`config.mk`:
```
export PLATFORM = sky130hd
export DESIGN_NAME = mcse_gpio_frame_rx
export DESIGN_NICKNAME = d
export VERILOG_FILES = /design/src/rtl/mcse_frame_pkg.sv /design/src/rtl/mcse_frame_timeout.sv /design/src/rtl/mcse_gpio_frame_rx.sv
export SDC_FILE = /design/constraint.sdc
export NUM_CORES = 1
export LEC_CHECK = 0
export CAP_MARGIN = 0
export CELL_PAD_IN_SITES_DETAIL_PLACEMENT = 1
export CELL_PAD_IN_SITES_GLOBAL_PLACEMENT = 2
export CORE_MARGIN = 5
export CORE_UTILIZATION = 36
export CTS_BUF_LIST = sky130_fd_sc_hd__clkbuf_4 sky130_fd_sc_hd__clkbuf_8
export DETAILED_ROUTE_END_ITERATION = 6
export GPL_TIMING_DRIVEN = 0
export PLACE_DENSITY = 0.87
export SETUP_SLACK_MARGIN = 0.1
export SYNTH_ARGS = -nofsm -noshare
export SYNTH_HDL_FRONTEND = slang
export SYNTH_SLANG_ARGS = --single-unit
```
`constraint.sdc`:
```
create_clock -name clk -period 22.6 [get_ports clk]
set_input_delay 4.52 -clock clk [delete_from_list [all_inputs] [get_ports clk]]
set_output_delay 4.52 -clock clk [all_outputs]
set_load 0.01 [all_outputs]
```
`src/rtl/mcse_frame_pkg.sv`:
```
// Shared definitions for the MCSE GPIO frame link: FSM states, header layout,
// sync byte and frame type codes.
package mcse_frame_pkg;

  typedef enum logic [1:0] {
    IDLE    = 2'd0,
    PAYLOAD = 2'd1,
    TRAILER = 2'd2
  } frame_state_e;

  localparam logic [7:0] FRAME_SYNC = 8'hA5;

  // Header word layout: [31:24] sync, [23:16] type, [15:8] len, [7:0] seq
  localparam int unsigned HDR_FIELD_W  = 8;
  localparam int unsigned HDR_SYNC_LSB = 24;
  localparam int unsigned HDR_TYPE_LSB = 16;
  localparam int unsigned HDR_LEN_LSB  = 8;
  localparam int unsigned HDR_SEQ_LSB  = 0;

  localparam logic [7:0] FRAME_TYPE_SHA = 8'h01;
  localparam logic [7:0] FRAME_TYPE_CAM = 8'h02;
  localparam logic [7:0] FRAME_TYPE_PUF = 8'h03;

  // A header length is legal when it is 1..max_words
  function automatic logic len_legal(input logic [7:0] len, input logic [7:0] max_words);
    return (len != 8'd0) && (len <= max_words);
  endfunction

endpackage

```
`src/rtl/mcse_frame_timeout.sv`:
```
// Loadable idle counter: clr has priority over load, load over en.
// expire_c is high in the enabled cycle in which the count sits at cycles-1.
module mcse_frame_timeout #(
  parameter int unsigned cycles = 1024,
  parameter int unsigned CNT_W  = $clog2(cycles)
) (
  input  logic             clk,
  input  logic             rst,
  input  logic             clr,
  input  logic             en,
  input  logic             load,
  input  logic [CNT_W-1:0] load_val,
  output logic             expire_c
);

  localparam logic [CNT_W-1:0] LIMIT = CNT_W'(cycles - 1);

  logic [CNT_W-1:0] cnt;

  assign expire_c = en && (cnt == LIMIT);

  always_ff @(posedge clk or posedge rst) begin
    if (rst) begin
      cnt <= '0;
    end else if (clr) begin
      cnt <= '0;
    end else if (load) begin
      cnt <= load_val;
    end else if (en) begin
      cnt <= expire_c ? '0 : cnt + CNT_W'(1);
    end
  end

endmodule

```
`src/rtl/mcse_gpio_frame_rx.sv`:
```
// Host-side receiver for MCSE framed GPIO words: header/length/XOR-trailer
// checks, payload reassembly into a one-entry output buffer, error pulses.
// Optional sequence-gap detection is enabled by defining MCSE_FRAME_SEQ_CHECK_EN.
module mcse_gpio_frame_rx
  import mcse_frame_pkg::*;
#(
  parameter int unsigned gpio_N            = 32,
  parameter int unsigned max_payload_words = 8,
  parameter int unsigned timeout_cycles    = 1024
) (
  input  logic                                clk,
  input  logic                                rst,
  input  logic [gpio_N-1:0]                   gpio_word,
  input  logic                                gpio_valid,
  output logic                                gpio_ready,
  output logic [gpio_N*max_payload_words-1:0] frame_data,
  output logic [7:0]                          frame_type,
  output logic [7:0]                          frame_len,
  output logic [7:0]                          frame_seq,
  output logic                                frame_valid,
  input  logic                                frame_ready,
  output logic                                err_sync,
  output logic                                err_len,
  output logic                                err_chk,
  output logic                                err_timeout,
  output logic                                err_seq,
  output logic [7:0]                          sync_err_cnt
);

  localparam int unsigned DATA_W = gpio_N * max_payload_words;
  localparam int unsigned IDX_W  = (max_payload_words > 1) ? $clog2(max_payload_words) : 1;
  localparam int unsigned TMO_W  = $clog2(timeout_cycles);

  frame_state_e      state, state_d;
  logic [DATA_W-1:0] data_d;
  logic [7:0]        type_d, len_d, seq_d, sync_cnt_d;
  logic              valid_d, ready_d;
  logic              err_sync_d, err_len_d, err_chk_d, err_timeout_d;
  logic [IDX_W-1:0]  idx, idx_d;
  logic [gpio_N-1:0] chk, chk_d;

  logic       accept_c, tmo_en_c, tmo_clr_c, tmo_expire_c;
  logic [7:0] w_sync, w_type, w_len, w_seq;

  assign accept_c = gpio_valid && gpio_ready;
  assign w_sync   = gpio_word[HDR_SYNC_LSB +: HDR_FIELD_W];
  assign w_type   = gpio_word[HDR_TYPE_LSB +: HDR_FIELD_W];
  assign w_len    = gpio_word[HDR_LEN_LSB  +: HDR_FIELD_W];
  assign w_seq    = gpio_word[HDR_SEQ_LSB  +: HDR_FIELD_W];

  // Idle timer only runs inside a frame and restarts on every accepted word
  assign tmo_en_c  = (state != IDLE) && !accept_c;
  assign tmo_clr_c = (state == IDLE) || accept_c;

  mcse_frame_timeout #(
    .cycles (timeout_cycles),
    .CNT_W  (TMO_W)
  ) u_timeout (
    .clk      (clk),
    .rst      (rst),
    .clr      (tmo_clr_c),
    .en       (tmo_en_c),
    .load     (1'b0),
    .load_val ('0),
    .expire_c (tmo_expire_c)
  );

`ifdef MCSE_FRAME_SEQ_CHECK_EN
  logic [7:0] prev_seq, prev_seq_d;
  logic       seq_seen, seq_seen_d, err_seq_d;
`endif

  // Next-state and next-output logic
  always_comb begin
    state_d       = state;
    data_d        = frame_data;
    type_d        = frame_type;
    len_d         = frame_len;
    seq_d         = frame_seq;
    valid_d       = frame_valid;
    sync_cnt_d    = sync_err_cnt;
    idx_d         = idx;
    chk_d         = chk;
    err_sync_d    = 1'b0;
    err_len_d     = 1'b0;
    err_chk_d     = 1'b0;
    err_timeout_d = 1'b0;
`ifdef MCSE_FRAME_SEQ_CHECK_EN
    prev_seq_d    = prev_seq;
    seq_seen_d    = seq_seen;
    err_seq_d     = 1'b0;
`endif

    if (frame_valid && frame_ready) begin
      valid_d = 1'b0;
    end

    unique case (state)
      IDLE: begin
        if (accept_c) begin
          if (w_sync != FRAME_SYNC) begin
            err_sync_d = 1'b1;
            if (sync_err_cnt != 8'hFF) sync_cnt_d = sync_err_cnt + 8'd1;
          end else if (!len_legal(w_len, 8'(max_payload_words))) begin
            err_len_d = 1'b1;
          end else begin
            type_d  = w_type;
            len_d   = w_len;
            seq_d   = w_seq;
            data_d  = '0;
            chk_d   = gpio_word;
            idx_d   = '0;
            state_d = PAYLOAD;
          end
        end
      end

      PAYLOAD: begin
        if (tmo_expire_c) begin
          err_timeout_d = 1'b1;
          data_d        = '0;
          state_d       = IDLE;
        end else if (accept_c) begin
          data_d[32'(idx) * gpio_N +: gpio_N] = gpio_word;
          chk_d = chk ^ gpio_word;
          if (8'(idx) == frame_len - 8'd1) state_d = TRAILER;
          else                             idx_d   = idx + IDX_W'(1);
        end
      end

      TRAILER: begin
        if (tmo_expire_c) begin
          err_timeout_d = 1'b1;
          data_d        = '0;
          state_d       = IDLE;
        end else if (accept_c) begin
          state_d = IDLE;
          if (gpio_word == chk) begin
            valid_d = 1'b1;
`ifdef MCSE_FRAME_SEQ_CHECK_EN
            err_seq_d  = seq_seen && (frame_seq != prev_seq + 8'd1);
            prev_seq_d = frame_seq;
            seq_seen_d = 1'b1;
`endif
          end else begin
            err_chk_d = 1'b1;
            data_d    = '0;
          end
        end
      end

      default: state_d = IDLE;
    endcase

    ready_d = !valid_d;
  end

  always_ff @(posedge clk or posedge rst) begin
    if (rst) begin
      state        <= IDLE;
      frame_data   <= '0;
      frame_type   <= '0;
      frame_len    <= '0;
      frame_seq    <= '0;
      frame_valid  <= 1'b0;
      gpio_ready   <= 1'b1;
      sync_err_cnt <= '0;
      idx          <= '0;
      chk          <= '0;
      err_sync     <= 1'b0;
      err_len      <= 1'b0;
      err_chk      <= 1'b0;
      err_timeout  <= 1'b0;
    end else begin
      state        <= state_d;
      frame_data   <= data_d;
      frame_type   <= type_d;
      frame_len    <= len_d;
      frame_seq    <= seq_d;
      frame_valid  <= valid_d;
      gpio_ready   <= ready_d;
      sync_err_cnt <= sync_cnt_d;
      idx          <= idx_d;
      chk          <= chk_d;
      err_sync     <= err_sync_d;
      err_len      <= err_len_d;
      err_chk      <= err_chk_d;
      err_timeout  <= err_timeout_d;
    end
  end

`ifdef MCSE_FRAME_SEQ_CHECK_EN
  // Sequence tracker; first delivery after reset only primes prev_seq
  always_ff @(posedge clk or posedge rst) begin
    if (rst) begin
      prev_seq <= '0;
      seq_seen <= 1'b0;
      err_seq  <= 1'b0;
    end else begin
      prev_seq <= prev_seq_d;
      seq_seen <= seq_seen_d;
      err_seq  <= err_seq_d;
    end
  end
`else
  assign err_seq = 1'b0;
`endif

endmodule

```
==> impl_metrics.toml, run 1 <==
# generated from flow reports
[outcome]
outcome = "completed"

[drt]
wl_met1_mm = 22.5
wl_per_cell_um = 25.2
dr_wl_met2_mm = 24.5
met3_length_mm = 3.59
top_layer = "met4"

[logic_synthesis]
async_flop_share_pct = 100
top_cell_area_share_pct = 60.8
syn_avg_cell_area_um2 = 12.1
synth-seq-cells = 341
syn_nets = 1199
yosysChipArea_um2 = 14000
yosys.cell_count.top_type = "dfrtp_1"
yosysTopAreaCell = "dfrtp_1"
ys_cells = 1153
ys_warn_count = 0
edf_count = 0
syn_inst = 1153
common_cells = "340 x dfrtp_1, 146 x a22o_1, 110 x nand2_1"
synth_cell_types = 51

[clock_tree]
insertion_delay_ns = 0.64
cts_made_buffers = 57
htree_num_levels = 2
cts-root-buf = "clkbuf_8"
cts_resized = 0
ctsHoldBuffers = 0
cts_tree = "yes"

[grt]
grt_first_pass_wirelength_mm = 80.1
grt_pass1_vias = 12500
grt_max_degree = 128

[power_and_ir_drop]
p_comb_w = 0.000856
max-vdd-ir-drop_uv = 64.2
p_sw_w = 0.000860
clkPwrFrac_pct = 26.5
swShare_pct = 36.9

[setup_path]
critPathTopFamily = "simple AND/OR/NAND/NOR gates"
cp-end-kind = "flop"
max_stage_delay_ns = 1.05
path_common_cell = "buf_2"
crit_buf_inv = 4
cp_cell_sequence = "clkdlybuf4s50_1 > clkbuf_1 > nor4_1 > nor3_2 > a31oi_1 > or3_1 > buf_2 > nor4_2 > buf_2 > a22o_1"
worstPathArrival_ns = 8.80

[floorplanning]
die_area_um2 = 42900
ios = 331
rows = 72
initial_core_util_pct = 36.3
chipWidth_um = 207

[final_timing]
fin_crit_sh_pct = 36.4
drv_slew = 0

[min_path]
holdPathStages = 1
whs_endpoint = "gpio_ready"

[place]
place.gp.congestion = 0.836
portBuffers = 305
hpwlAfterDp_mm = 37.4

[final_layout]
area_delta_synth_final_pct = 36.1
## run 1: cells by family after synthesis
| family | share of synthesized area, % |
|---|---|
| flip-flops | 61.0 |
| AND-OR/OR-AND | 19.2 |
| AND/OR/NAND/NOR | 9.16 |
| buffers and inverters | 3.69 |
| XOR/XNOR | 3.07 |
| multiplexers | 2.90 |
| adder cells (fa/ha/maj) | 0.895 |
| other | 0.0268 |
## run 1: through the flow
step	power (W)	instances	area, µm²	util, %	setup WS (ns)
5_1_grt	0.00245	2080	19000	49.4	14.18
4_1_cts	0.00235	2080	19000	49.4	14.30
2_1_floorplan	0.00128	1153	14000	-	8.63
6_report	0.00233	2080	19000	49.4	14.37
3_3_place_gp	0.00169	1976	17700	45.9	4.33
3_5_place_dp	0.00172	1978	17700	46.0	13.63
## run 1: registers in the layout (all words and copies together) (netlist names), 2 cells and up
register       cells
chk               32
frame_data       256
frame_len          8
frame_seq          8
frame_type         8
idx                3
state              2
sync_err_cnt       8
u_timeout.cnt     10
## run 1: worst register-to-register path, stage by stage, from the launching register on
cell     delay, ns
dfrtp_1       0.42
xnor2_1       0.23
nand4_1       0.13
nor4_1        0.98
nor3b_1       0.97
nor4_2        0.37
buf_2         0.32
a22o_1        0.21
## run 1: how the worst max path moves through the flow
stage               cells after the start     startpoint              end  slack (ns)
finish                                 10   gpio_word[8]    frame_data[3]       14.37
CTS                                    10   gpio_word[8]    frame_data[3]       14.30
floorplan                               1            rst           chk[0]        8.63
global route                            9  gpio_word[10]    frame_data[3]       14.18
detailed placement                     10   gpio_word[8]    frame_data[6]       13.63
global placement                        2            rst  frame_data[100]        4.33
## run 1: cell type report
class	instances	area, µm²
tap	518	648
fill	4166	19500
sequential	341	8530
buffer	104	442
clock buffer	87	1100
clock inverter	15	179
multi-input combinational	688	4930
inverter	20	82.6
timing repair buffer	307	3110
## run 1: cells in the final DEF, fill, tap and decap left out, drive strengths merged, types with 2 or more instances in the layout
| cell | synthesis | final |
|---|---|---|
| a21oi | 47 | 47 |
| a22o | 146 | 146 |
| a311oi | 23 | 23 |
| a31oi | 6 | 6 |
| and2 | 5 | 5 |
| and3 | 8 | 8 |
| and4 | 5 | 5 |
| buf | 28 | 30 |
| bufinv | 0 | 4 |
| clkbuf | 76 | 163 |
| clkdlybuf4s50 | 0 | 305 |
| clkinv | 0 | 10 |
| dfrtp | 340 | 340 |
| ha | 10 | 10 |
| inv | 20 | 21 |
| mux2 | 28 | 28 |
| mux2i | 9 | 9 |
| nand2 | 110 | 110 |
| nand2b | 3 | 3 |
| nand3 | 24 | 24 |
| nand4 | 12 | 12 |
| nor2 | 66 | 66 |
| nor2b | 2 | 2 |
| nor3 | 5 | 5 |
| nor3b | 4 | 4 |
| nor4 | 12 | 12 |
| o211ai | 3 | 3 |
| o21ai | 14 | 14 |
| o22ai | 2 | 2 |
| o2bb2ai | 77 | 77 |
| or2 | 2 | 2 |
| or3 | 4 | 4 |
| or4 | 2 | 2 |
| or4bb | 2 | 2 |
| xnor2 | 24 | 24 |
| xor2 | 25 | 25 |
## run 1: routing by layer
metal	track usage (%)	up-vias
met5	0	-
met4	8.19	0
met3	6.96	101
met2	38.4	335
met1	31.0	5875
li1	-	4919
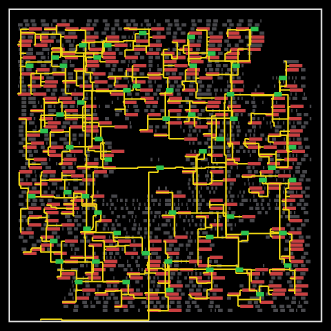
Figure 1: run 1, clock network drawn from the DEF.
(1.5 px per µm)
- green: clock drivers (count 57)
- yellow: clock wires (length 5010 µm)
- red: flip-flops (count 341)
- flops lie: all over the die
- routed clock nets: 58

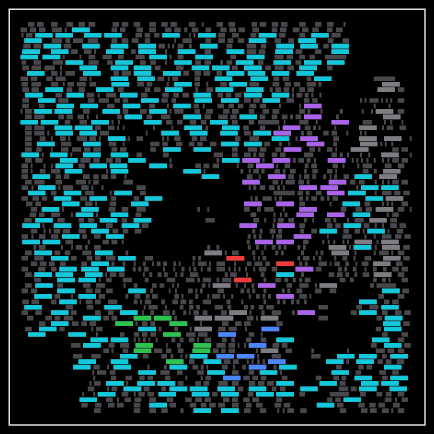
Figure 2: run 1, sequential cells grouped by signal name.
(2 px per µm)
- blue: `sync_err_cnt` (placed flops 8; where south)
- purple: `chk` (placed flops 32)
- cyan: `frame_data` (placed flops 256; where all over the die)
- red: `idx` (placed flops 3)
- green: `u_timeout.cnt` (placed flops 10)
Reg area: 8530 µm²
P_seq: 0.000855 W

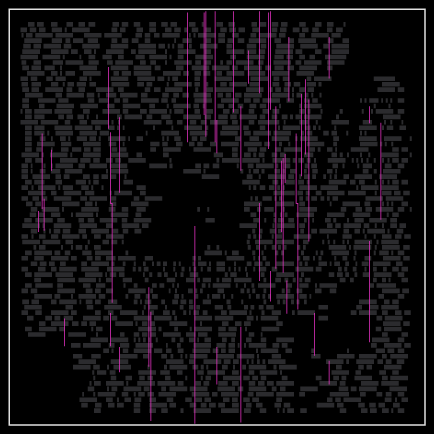
Figure 3: run 1, the metal 4 layer.
(2 px per µm) Cells faint in the background.
- longest straight run: 98.6 µm
- wire length on this layer: 1730 µm
vias post-DR: 11.2k
WL final: 52.4 mm

## Run 2: what changed since run 1
- CORE_UTILIZATION: 36 -> 34
- PLACE_DENSITY: 0.87 -> 0.83
- clock period: 22.6 -> 7.9 ns (I/O delays scaled with it)
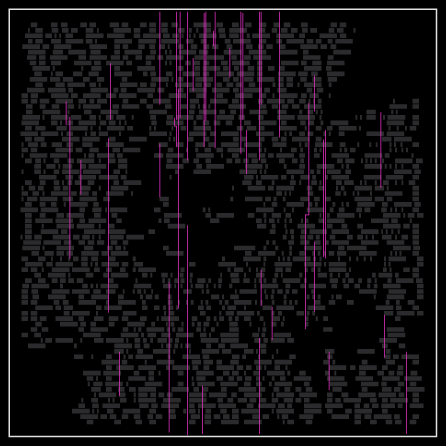
Figure 4: run 2, the metal 4 layer.
(2 px per µm) Cells faint in the background.
- main direction: vertical
- share of all routed wire: 3.5%
- nets with wire on the layer: 27
WL final: 53.6 mm
vias post-DR: 11.5k

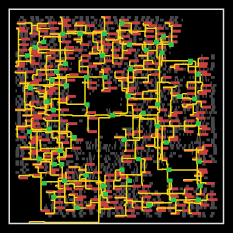
Figure 5: run 2, clock network drawn from the DEF.
(1 px per µm)
- yellow: clock wires (length 5360 µm)
- red: flip-flops (count 341)
- green: clock drivers (count 61)
- flops lie: all over the die

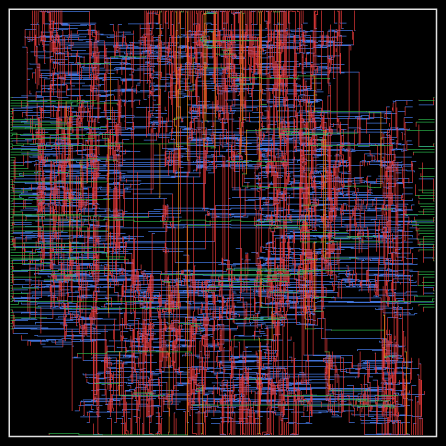
Figure 6: run 2, metal layers overlaid.
(2 px per µm)
- blue: metal 1 (wire length 22.9 mm)
- orange: metal 4 (wire length 1860 µm)
- green: metal 3 (wire length 3520 µm)
- red: metal 2 (wire length 25.4 mm)

==> impl_metrics.toml, run 2 <==
# generated from flow reports
[outcome]
outcome = "completed"

[logic_synthesis]
ys_cells = 1153
ys_warn_count = 0
syn_nets = 1199
synth_cell_types = 51
yosys.cell_count.top_type = "dfrtp_1"
synth-seq-cells = 341
yosysChipArea_um2 = 14000
async_flop_share_pct = 100
edf_count = 0
syn_inst = 1153
top_cell_area_share_pct = 60.8
yosysTopAreaCell = "dfrtp_1"
syn_avg_cell_area_um2 = 12.1
common_cells = "340 x dfrtp_1, 146 x a22o_1, 110 x nand2_1"

[final_layout]
regArea_um2 = 8530
reg_top3 = "frame_data: 256 flops, chk: 32 flops, u_timeout.cnt: 10 flops"
fin_area_um2 = 19400
lay_top_count = "dfrtp_1"
final_core_util_pct = 47.5
drive_above_1_share_pct = 13.1
area_delta_synth_final_pct = 38.4
largest_reg_flops = 256
n_fill_cell = 4317
regMostFlops = "frame_data"
final_cell_mix = "340 x dfrtp_1, 305 x clkdlybuf4s50_1, 146 x a22o_1"
comb_area_um2 = 4930

[place]
portBuffers = 305
place_area_um2 = 17900
place.gp.congestion = 0.815
hpwlAfterDp_mm = 38.8

[drt]
vias_per_cell = 5.42
wl_per_cell_um = 25.4

[setup_path]
crit_buf_inv = 3
cp-endpoint = "frame_data[8]"
critPathTopFamily = "simple AND/OR/NAND/NOR gates"
cp_cell_sequence = "clkdlybuf4s50_1 > clkbuf_1 > xnor2_1 > nand4_1 > nor4_1 > nand4b_1 > nand3_1 > clkbuf_1 > a22o_1"
worstSetupPathDepth = 9
cp-end-kind = "flop"
crit_path_start = "gpio_word[10]"
worstPathArrival_ns = 6.01
r2r_end = "frame_data[8]"
path_common_cell = "clkbuf_1"
max_stage_delay_ns = 1.06
rr_startpoint = "chk[11]"

[floorplanning]
rows = 74
initial_core_util_pct = 34.3
ios = 331
die_area_um2 = 45300

[clock_tree]
cts_tree = "yes"
cts-root-buf = "clkbuf_8"
cts_resized = 0
cts_made_buffers = 61
ctsHoldBuffers = 0
post_cts_buffers = 0
htree_num_levels = 2
insertion_delay_ns = 0.67

[grt]
grt_max_degree = 43
grt_first_pass_wirelength_mm = 79.5
grt_pass1_vias = 12300

[final_timing]
drv_slew = 0
slew_headroom_pct = 11.8

[run]
cap_viol_max_count = 0

[power_and_ir_drop]
p_per_area_nw_per_um2 = 351
-- run 2: metrics by stage --
step           instances  setup WS, ns  total power (W)
6_report            2113          2.48          0.00680
3_3_place_gp        1990        -0.752          0.00485
3_5_place_dp        2001          1.86          0.00494
4_1_cts             2113          2.55          0.00686
2_1_floorplan       1153          1.76          0.00368
5_1_grt             2113          2.40          0.00714
-- run 2: worst register-to-register path: cells and delay by family (launching register included) --
| kind | cells | cell delay (ns) |
|---|---|---|
| AND/OR/NAND/NOR | 4 | 2.42 |
| buffers and inverters | 1 | 0.52 |
| flip-flops | 1 | 0.42 |
| AND-OR/OR-AND | 1 | 0.24 |
| XOR/XNOR | 1 | 0.23 |
-- run 2: final cells by class --
type | instances | share of cell area, %
tap | 532 | 3.44
clock buffer | 101 | 6.70
timing repair buffer | 316 | 17.0
multi-input combinational | 688 | 25.5
sequential | 341 | 44.1
buffer | 104 | 2.28
clock inverter | 11 | 0.608
inverter | 20 | 0.407
-- run 2: cells by family after synthesis --
group           share of synthesized area, %
compound gates                          19.2
xor+xnor                                3.07
fa+ha+maj                              0.895
buf+inv                                 3.69
flops                                   61.0
mux                                     2.90
other cells                           0.0268
simple gates                            9.16
-- run 2: where the power goes --
group          internal [W]  switching [W]
Sequential          0.00214       0.000308
Combinational       0.00105        0.00142
Clock               0.00110       0.000783
Total               0.00429        0.00251
-- run 2: metal layers --
| metal | vias up | wire [µm] | global-route usage [%] |
|---|---|---|---|
| li1 | 4961 | - | - |
| met1 | 6010 | 22900 | 30.3 |
| met2 | 400 | 25400 | 37.6 |
| met3 | 88 | 3520 | 5.79 |
| met4 | 0 | 1860 | 8.59 |
| met5 | - | 0 | 0 |
-- run 2: worst min-delay path by stage --
stage | startpoint | cells past startpoint | to
2_1_floorplan | u_timeout.cnt[0] | 1 | u_timeout.cnt[0]
3_3_place_gp | frame_type[6] | 2 | frame_type[6]
3_5_place_dp | frame_seq[3] | 2 | frame_seq[3]
4_1_cts | frame_valid | 1 | gpio_ready
5_1_grt | frame_valid | 1 | gpio_ready
6_report | frame_valid | 1 | gpio_ready
## Run 3: what changed since run 2
- clock period: 7.9 -> 5 ns (I/O delays scaled with it)
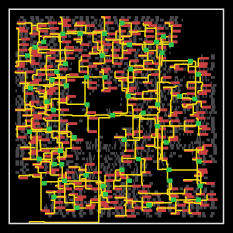
Figure 7: run 3, clock network drawn from the DEF.
(1 px per µm)
- yellow: clock wires (length 5360 µm)
- green: clock drivers (count 61)
- red: flip-flops (count 341)
- flops lie: all over the die

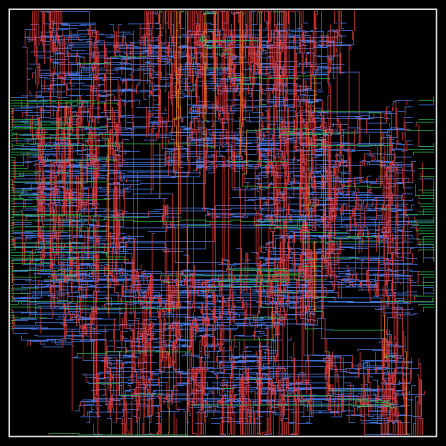
Figure 8: run 3, metal layers overlaid.
(2 px per µm)
- green: metal 3 (wire length 3470 µm)
- orange: metal 4 (wire length 1840 µm)
- red: metal 2 (wire length 25.4 mm)
- blue: metal 1 (wire length 22.9 mm)

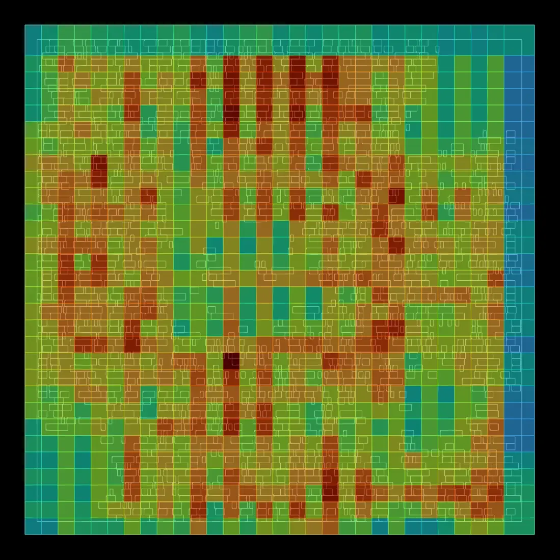
Figure 9: run 3, congestion heat map.
GR peak layer: met2
Wirelength per Cell: 25.4 µm
GRT Resource Usage Total: 23.2%
Core Util, Final: 47.5%

==> impl_metrics.toml, run 3 <==
# generated from flow reports
[power_and_ir_drop]
p_per_area_nw_per_um2 = 555
max-vdd-ir-drop_uv = 229

[clock_tree]
cts_tree = "yes"
cts_made_buffers = 61
clock_sinks = 341
clk_path_buf_depth = 3
cts-root-buf = "clkbuf_8"
post_cts_buffers = 0
clkTransAtPathRegs_ns = 0.06
insertion_delay_ns = 0.67
htree_num_levels = 2

[floorplanning]
initial_core_util_pct = 34.3
rows = 74
chipWidth_um = 213
die_area_um2 = 45300
fp.dieH_um = 213
ios = 331

[final_layout]
largest_reg_flops = 256
final_cell_mix = "340 x dfrtp_1, 305 x clkdlybuf4s50_1, 146 x a22o_1"
reg_top3 = "frame_data: 256 flops, chk: 32 flops, u_timeout.cnt: 10 flops"
final_cells = 2113
regMostFlops = "frame_data"
area_delta_synth_final_pct = 38.4
fin_area_um2 = 19400
drive_above_1_share_pct = 13.2
lay_top_count = "dfrtp_1"

[drt]
postRouteWirelength_mm = 53.6
drt_iter0_drc = 673
ant_nets = 0
drc_errors = 0
firstDrtPassIters = 5
vias = 11400
vias_per_cell = 5.42

[logic_synthesis]
synth_cell_types = 51
synth-seq-cells = 341
logic_family = "AND-OR/OR-AND gates"
aoi_share_pct = 19.2
yosys.cell_count.top_type = "dfrtp_1"
ff_type = "dfrtp_1"
syn_avg_cell_area_um2 = 12.1
synthTopCellsByArea = "dfrtp_1 61%, a22o_1 9.1%, o2bb2ai_1 3.6%"
simple_gate_area_share_pct = 9.16
yosysChipArea_um2 = 14000
fa_ha_area_share_pct = 0.895
yosysTopAreaCell = "dfrtp_1"
ys_cells = 1153
syn_nets = 1199
top_cell_area_share_pct = 60.8
ys_warn_count = 0
edf_count = 0
syn_inst = 1153
synthMuxAreaShare_pct = 2.90
ys_sh_xor_pct = 3.07
async_flop_share_pct = 100
common_cells = "340 x dfrtp_1, 146 x a22o_1, 110 x nand2_1"

[place]
place_area_um2 = 17900
dp_cells = 2001
portBuffers = 305
hpwlAfterDp_mm = 38.8
place.gp.congestion = 0.815

[grt]
antenna_found_initial = 1
grt_max_degree = 43
grt_pass1_vias = 12300
overflow = 0
grt_first_pass_wirelength_mm = 79.5

[final_timing]
fmax_mhz = 207
fin_worst_skew_ns = 0.0395
fin_crit_sh_pct = 96.6
slew_headroom_pct = 11.4
drv_slew = 0
rsz0062_at_grt = "false"
totalNegativeSetupSlack_ns = 0

[setup_path]
crit_buf_inv = 3
slowest_stage = "nor4_1"
crit_type = "in -> reg"
path_common_cell = "clkbuf_1"
max_stage_delay_ns = 1.06
critPathTopFamily = "simple AND/OR/NAND/NOR gates"
cp_cell_sequence = "clkdlybuf4s50_1 > clkbuf_1 > xnor2_1 > nand4_1 > nor4_1 > nand4b_1 > nand3_1 > clkbuf_1 > a22o_1"
worstPathArrival_ns = 5.42
required_ns = 5.58
cp-end-kind = "flop"

[run]
warning_count = 31
cap_viol_max_count = 0

[outcome]
outcome = "completed"
[run 3: cell counts after synthesis]
Identical to the previous run, type by type.
[run 3: final cells by class]
cell class	count	area (µm²)
buffer	104	442
clock buffer	101	1300
clock inverter	11	118
fill	4317	21400
inverter	20	78.8
multi-input combinational	688	4940
sequential	341	8530
tap	532	666
timing repair buffer	316	3290
[run 3: per-layer routing]
layer	part of all wire, %	up-vias	track usage, %
met5	0	-	0
met4	3.4	0	8.59
met3	6.5	86	5.79
met2	47	381	37.6
met1	43	6018	30.3
li1	-	4963	-
[run 3: logic make-up (layout without fill, tap and decap cells)]
| group | Yosys count | after routing |
|---|---|---|
| adder cells (fa/ha/maj) | 10 | 10 |
| buffers and inverters | 124 | 552 |
| other | 1 | 1 |
| multiplexers | 37 | 37 |
| XOR/XNOR | 49 | 49 |
| AND/OR/NAND/NOR | 269 | 269 |
| AND-OR/OR-AND | 322 | 322 |
| flip-flops | 341 | 341 |
[run 3: worst register-to-register path, stage by stage (launching register included)]
cell	delay, ns
dfrtp_1	0.42
xnor2_1	0.23
nand4_1	0.12
nor4_1	1.11
nand4b_1	0.55
nand3_1	0.64
clkbuf_1	0.52
a22o_1	0.24
[run 3: timing repair]
item | in CTS | in global routing
endpoints found under the setup margin | 0 | 9
gates resized | 0 | 1
hold endpoints to repair | 0 | 0
hold buffers | 0 | 0
[run 3: path summary, 6_finish.rpt]
kind | cells after the start | start | end
min reg2reg | 1 | frame_valid | gpio_ready
max reg2reg | 7 | chk[11] | frame_data[8]
min in group asynchronous | 2 | rst | frame_data[213]
min | 1 | frame_valid | gpio_ready
max | 9 | gpio_word[10] | frame_data[8]
max in group asynchronous | 7 | rst | frame_data[177]
[run 3: power breakdown]
group	switching (W)	leakage, nW	internal, W	total (W)
registers	0.000486	4.67	0.00338	0.00386
logic	0.00224	3.11	0.00167	0.00390
clock network	0.00124	0.745	0.00174	0.00297
[run 3: stage by stage]
step	setup slack (ns)	total power, W	hold WS [ns]	utilization [%]
after global placement	-3.07	0.00767	0.452	43.5
final	0.168	0.0107	0.445	47.5
after floorplan	-0.560	0.00581	0.455	-
after CTS	0.232	0.0108	0.451	47.5
after detailed placement	-0.465	0.00781	0.458	44.0
after global routing	0.100	0.0113	0.493	47.5
No activity file was given, so power comes from the tool's default toggle rates.
